Fig. 1: floorplan with the power grid
Scale bar: 50 um. Pins as bars on the die edge.
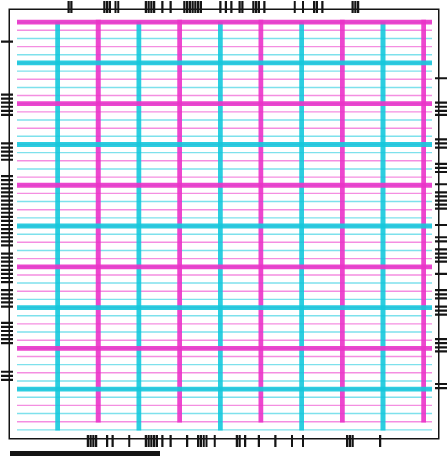
Fig. 2: placement by cell class
Scale bar: 50 um.
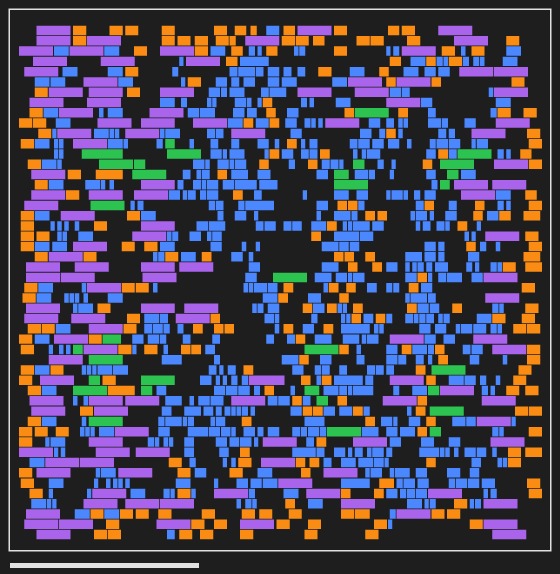
### config.mk
export PLATFORM = sky130hd
export DESIGN_NAME = stack_pop_sequencer_flat
export DESIGN_NICKNAME = d
export VERILOG_FILES = /design/src/rtl/stack_pop_sequencer_if.sv /design/src/rtl/stack_pop_sequencer.sv /design/src/flat_wrapper.sv
export SDC_FILE = /design/constraint.sdc
export NUM_CORES = 1
export LEC_CHECK = 0
export CAP_MARGIN = 10
export CELL_PAD_IN_SITES_DETAIL_PLACEMENT = 0
export CELL_PAD_IN_SITES_GLOBAL_PLACEMENT = 1
export CORE_MARGIN = 2
export CORE_UTILIZATION = 39
export DETAILED_ROUTE_END_ITERATION = 12
export PLACE_DENSITY_LB_ADDON = 0.1
export SLEW_MARGIN = 20
export SYNTH_ARGS = -nofsm -noshare
export SYNTH_HDL_FRONTEND = slang
export SYNTH_SLANG_ARGS = --single-unit
### constraint.sdc
create_clock -name clk -period 5.2 [get_ports clk]
set_input_delay 1.56 -clock clk [delete_from_list [all_inputs] [get_ports clk]]
set_output_delay 1.56 -clock clk [all_outputs]
set_load 0.01 [all_outputs]
### src/rtl/stack_pop_sequencer_if.sv
`default_nettype none
// ============================================================================
// Module   : stack_pop_sequencer_if
// Purpose  : Request, memory-read and result bundle for the stack pop sequencer.
// Revision : 1.0
// ============================================================================
interface stack_pop_sequencer_if #(
    parameter int ADDR_W = 32,
    parameter int DATA_W = 16,
    parameter int FLAG_W = 4
);
    logic                  start;
    logic                  is_rti;
    logic [ADDR_W-1:0]     sp_in;
    logic                  mem_rd_en;
    logic [ADDR_W-1:0]     mem_addr;
    logic [DATA_W-1:0]     mem_rd_data;
    logic                  busy;
    logic                  done;
    logic [2*DATA_W-1:0]   pc_out;
    logic [FLAG_W-1:0]     flags_out;
    logic                  flags_we;
    logic [ADDR_W-1:0]     sp_out;
    logic                  sp_we;

    // The sequencer side drives the memory read and the results.
    modport master (
        input  start, is_rti, sp_in, mem_rd_data,
        output mem_rd_en, mem_addr, busy, done, pc_out, flags_out, flags_we,
               sp_out, sp_we
    );

    modport slave (
        output start, is_rti, sp_in, mem_rd_data,
        input  mem_rd_en, mem_addr, busy, done, pc_out, flags_out, flags_we,
               sp_out, sp_we
    );
endinterface
`default_nettype wire

### src/rtl/stack_pop_sequencer.sv
`default_nettype none
// ============================================================================
// Module   : stack_pop_sequencer
// Purpose  : Pops RET/RTI return frames from the stack, one word per cycle.
// Revision : 1.0
// ============================================================================
module stack_pop_sequencer #(
    parameter int ADDR_W = 32,
    parameter int DATA_W = 16,
    parameter int FLAG_W = 4
) (
    input  wire logic               clk,
    input  wire logic               rst,
    stack_pop_sequencer_if.master   bus
);

    localparam logic [2:0] c_IDLE  = 3'd0;
    localparam logic [2:0] c_POP_F = 3'd1;
    localparam logic [2:0] c_POP_L = 3'd2;
    localparam logic [2:0] c_POP_H = 3'd3;
    localparam logic [2:0] c_FIN   = 3'd4;

    logic [2:0]           r_state;
    logic [2:0]           w_nextState;

    logic [ADDR_W-1:0]    r_base;
    logic                 r_mode;
    logic [DATA_W-1:0]    r_pcLow;
    logic [FLAG_W-1:0]    r_flags;

    logic [2*DATA_W-1:0]  r_pcOut;
    logic [FLAG_W-1:0]    r_flagsOut;
    logic [ADDR_W-1:0]    r_spOut;
    logic                 r_done;
    logic                 r_spWe;
    logic                 r_flagsWe;

    logic                 w_memRdEn;
    logic [ADDR_W-1:0]    w_memAddr;
    logic                 w_busy;
    logic [ADDR_W-1:0]    w_modeExt;

    assign w_modeExt = ADDR_W'(r_mode);

    // State register
    always_ff @(posedge clk or posedge rst) begin
        if (rst) begin
            r_state <= c_IDLE;
        end else begin
            r_state <= w_nextState;
        end
    end

    // Next-state logic; start is only honoured from IDLE, so requests while busy drop.
    always_comb begin
        w_nextState = r_state;
        case (r_state)
            c_IDLE: begin
                if (bus.start) begin
                    w_nextState = bus.is_rti ? c_POP_F : c_POP_L;
                end
            end
            c_POP_F: w_nextState = c_POP_L;
            c_POP_L: w_nextState = c_POP_H;
            c_POP_H: w_nextState = c_FIN;
            c_FIN:   w_nextState = c_IDLE;
            default: w_nextState = c_IDLE;
        endcase
    end

    // Read strobe/address; frame words sit just above the saved stack pointer.
    always_comb begin
        w_memRdEn = 1'b0;
        w_memAddr = '0;
        w_busy    = 1'b0;
        case (r_state)
            c_POP_F: begin
                w_memRdEn = 1'b1;
                w_memAddr = r_base + ADDR_W'(1);
                w_busy    = 1'b1;
            end
            c_POP_L: begin
                w_memRdEn = 1'b1;
                w_memAddr = r_base + ADDR_W'(1) + w_modeExt;
                w_busy    = 1'b1;
            end
            c_POP_H: begin
                w_memRdEn = 1'b1;
                w_memAddr = r_base + ADDR_W'(2) + w_modeExt;
                w_busy    = 1'b1;
            end
            c_FIN: begin
                w_busy    = 1'b1;
            end
            default: begin
                w_memRdEn = 1'b0;
            end
        endcase
    end

    // Datapath: read data lags the strobe by one cycle, so each state captures
    // the word requested by the state before it.
    always_ff @(posedge clk or posedge rst) begin
        if (rst) begin
            r_base     <= '0;
            r_mode     <= 1'b0;
            r_pcLow    <= '0;
            r_flags    <= '0;
            r_pcOut    <= '0;
            r_flagsOut <= '0;
            r_spOut    <= '0;
            r_done     <= 1'b0;
            r_spWe     <= 1'b0;
            r_flagsWe  <= 1'b0;
        end else begin
            r_done    <= (r_state == c_FIN);
            r_spWe    <= (r_state == c_FIN);
            r_flagsWe <= (r_state == c_FIN) && r_mode;

            if (r_state == c_IDLE && bus.start) begin
                r_base <= bus.sp_in;
                r_mode <= bus.is_rti;
            end

            if (r_state == c_POP_L && r_mode) begin
                r_flags <= bus.mem_rd_data[FLAG_W-1:0];
            end

            if (r_state == c_POP_H) begin
                r_pcLow <= bus.mem_rd_data;
            end

            if (r_state == c_FIN) begin
                r_pcOut <= {bus.mem_rd_data, r_pcLow};
                r_spOut <= r_base + ADDR_W'(2) + w_modeExt;
                if (r_mode) begin
                    r_flagsOut <= r_flags;
                end
            end
        end
    end

    assign bus.mem_rd_en = w_memRdEn;
    assign bus.mem_addr  = w_memAddr;
    assign bus.busy      = w_busy;
    assign bus.done      = r_done;
    assign bus.pc_out    = r_pcOut;
    assign bus.flags_out = r_flagsOut;
    assign bus.flags_we  = r_flagsWe;
    assign bus.sp_out    = r_spOut;
    assign bus.sp_we     = r_spWe;

endmodule
`default_nettype wire

### src/flat_wrapper.sv
// flat-port wrapper written by rule: the top's interface ports become plain ports
module stack_pop_sequencer_flat 
#(
    parameter int ADDR_W = 32,
    parameter int DATA_W = 16,
    parameter int FLAG_W = 4
)
  (clk, rst, bus_start, bus_is_rti, bus_sp_in, bus_mem_rd_data, bus_mem_rd_en, bus_mem_addr, bus_busy, bus_done, bus_pc_out, bus_flags_out, bus_flags_we, bus_sp_out, bus_sp_we);
  stack_pop_sequencer_if #(.ADDR_W(ADDR_W), .DATA_W(DATA_W), .FLAG_W(FLAG_W)) bus_i ();
  input  wire logic clk;
  input  wire logic rst;
  input wire logic [$bits(bus_i.start)-1:0] bus_start;
  input wire logic [$bits(bus_i.is_rti)-1:0] bus_is_rti;
  input wire logic [$bits(bus_i.sp_in)-1:0] bus_sp_in;
  input wire logic [$bits(bus_i.mem_rd_data)-1:0] bus_mem_rd_data;
  output wire logic [$bits(bus_i.mem_rd_en)-1:0] bus_mem_rd_en;
  output wire logic [$bits(bus_i.mem_addr)-1:0] bus_mem_addr;
  output wire logic [$bits(bus_i.busy)-1:0] bus_busy;
  output wire logic [$bits(bus_i.done)-1:0] bus_done;
  output wire logic [$bits(bus_i.pc_out)-1:0] bus_pc_out;
  output wire logic [$bits(bus_i.flags_out)-1:0] bus_flags_out;
  output wire logic [$bits(bus_i.flags_we)-1:0] bus_flags_we;
  output wire logic [$bits(bus_i.sp_out)-1:0] bus_sp_out;
  output wire logic [$bits(bus_i.sp_we)-1:0] bus_sp_we;
  assign bus_i.start = bus_start;
  assign bus_i.is_rti = bus_is_rti;
  assign bus_i.sp_in = bus_sp_in;
  assign bus_i.mem_rd_data = bus_mem_rd_data;
  assign bus_mem_rd_en = bus_i.mem_rd_en;
  assign bus_mem_addr = bus_i.mem_addr;
  assign bus_busy = bus_i.busy;
  assign bus_done = bus_i.done;
  assign bus_pc_out = bus_i.pc_out;
  assign bus_flags_out = bus_i.flags_out;
  assign bus_flags_we = bus_i.flags_we;
  assign bus_sp_out = bus_i.sp_out;
  assign bus_sp_we = bus_i.sp_we;
  stack_pop_sequencer #(.ADDR_W(ADDR_W), .DATA_W(DATA_W), .FLAG_W(FLAG_W)) u_core (.clk(clk), .rst(rst), .bus(bus_i));
endmodule
==> changes_impl.md <==
### Changed

- CP Max Fanout: 7
- Post-synth seq share: 42.0%
- Mean post-synth cell area: 9.41 sq um
- Placer Congestion: 0.921
- R2R cell count: 13
- Distinct cell type count after synthesis: 65
- Vias: 6,817
- Grt met1 use: 33.5%
- Combinational Power Share: between 50% and 60%
- Crit path top cell by count: buf_4
- Ys async rst share: 100%
- I/O Buffers: 156
- Dominant flop cell: dfrtp_1
- Slew headroom: around half
- Worst R2R Setup Slack: ~2.4 ns
- First-pass GRT wire length: ~38 mm
- Status: complete, no violations
- Psw: between 2 and 3 mW
- Final instance area: 10,600 sq um
- Root Driver: clkbuf_16
- Main logic family after synthesis: simple AND/OR/NAND/NOR gates
- Area Growth Syn to Fin: 41.5%
- MUX share of area: 12.6%
- Chip area: 20,400 sq um
- Largest net degree at the start of global routing: 97
- Combinational power: 4.01 mW
Back to the opening pictures, Fig. 1:
VSS -> cyan
VDD -> magenta
met1 rails = 51
met4 straps = 10
signal pins = 157

Back to the opening pictures, Fig. 2:
clock drivers and dummy loads -> green  # cells 32
other buffers and delay cells -> orange  # cells 250
all other logic -> blue  # cells 607
flops -> purple  # cells 126
core area: 18,800 sq um
flop share of the area: 29.7%

## layout by cell type (no fill, tap or decap), types with 7 or more instances in the layout
cell type / netlist / final
clkdlybuf4s50_1: 0 / 138
dfrtp_1: 126 / 125
nand2_1: 108 / 107
buf_4: 5 / 91
mux2_2: 78 / 78
nor2_1: 73 / 72
a21oi_1: 49 / 48
xnor2_1: 46 / 46
xor2_1: 44 / 44
clkbuf_16: 0 / 17
o22ai_1: 16 / 15
nand4_1: 14 / 14
nor3_1: 21 / 14
nand3_1: 12 / 12
and3_1: 11 / 11
dlygate4sd2_1: 0 / 11
o21ai_0: 14 / 10
nor4_2: 2 / 9
a22oi_1: 9 / 9
nor3_2: 1 / 7
mux2i_1: 7 / 7
inv_6: 0 / 7
## flip-flops by register name, indices dropped and copies added, names as in the netlist, 3 cells and up
name	flops
u_core.bus.pc_out	32
u_core.bus.sp_out	32
u_core.r_base	32
u_core.r_pcLow	16
u_core.bus.flags_out	4
u_core.r_flags	4
u_core.r_state	3
## worst max-delay path by stage
stage / end / slack, ns / cells after the start / start
after floorplan: u_core.bus.done$_DFF_PP0_ / 0.28 / 1 / rst
after global placement: bus_mem_addr[22] / -0.005 / 11 / u_core.r_base[8]$_DFFE_PP0P_
after detailed placement: bus_mem_addr[30] / 0.08 / 9 / u_core.r_base[7]$_DFFE_PP0P_
after CTS: bus_mem_addr[31] / 0.007 / 9 / u_core.r_base[6]$_DFFE_PP0P_
after global routing: bus_mem_addr[28] / -0.05 / 14 / u_core.r_base[0]$_DFFE_PP0P_
final: bus_mem_addr[28] / 0.05 / 14 / u_core.r_base[0]$_DFFE_PP0P_
## final cells by class
cell class | count | area [sq um]
fillers | 1699 | 8200
multi-input cells | 599 | 4250
flip-flops and latches | 126 | 3150
repair buffers | 250 | 2280
clock buffers | 18 | 439
well taps | 260 | 325
clock inverters | 14 | 145
inverters | 8 | 32.5
## stage by stage
step                std cells  setup WS [ns]  total power, mW
CTS                      1270        0.00672             7.07
global placement         1230       -0.00453             5.77
global route             1275        -0.0478             7.55
finish                   1275         0.0461             7.06
floorplan                 798          0.284             4.01
detailed placement       1230         0.0835             5.81
## cells in the mapped netlist, types with 3 or more instances
master and n:
a211oi_1 3, a21boi_0 3, a21oi_1 49, a22oi_1 9, and2_1 5, and3_1 11
buf_1 6, buf_2 8, buf_4 5, clkbuf_1 45, dfrtp_1 126, ha_1 5
inv_1 7, mux2_2 78, mux2i_1 7, nand2_1 108, nand2b_1 5, nand3_1 12
nand3b_1 5, nand4_1 14, nor2_1 73, nor2b_1 3, nor3_1 21, nor3b_1 3
nor4_1 16, o21ai_0 14, o22ai_1 16, or4_1 3, xnor2_1 46, xor2_1 44
## timing repair
| item | in CTS | in global routing |
|---|---|---|
| hold buffers | 0 | 0 |
| setup endpoints to repair | 19 | 20 |
| hold endpoints to repair | 0 | 0 |
| setup buffers | 8 | 4 |
| pin swaps | 3 | 7 |
| gates resized | 43 | 29 |
## metal layers
layer / routed length, um / share of wire (%)
met2: 11500 / 47
met5: 0 / 0
met3: 1680 / 6.9
met4: 303 / 1.2
met1: 10800 / 45
Power figures rest on the tool's default switching activity, not on a simulated workload.
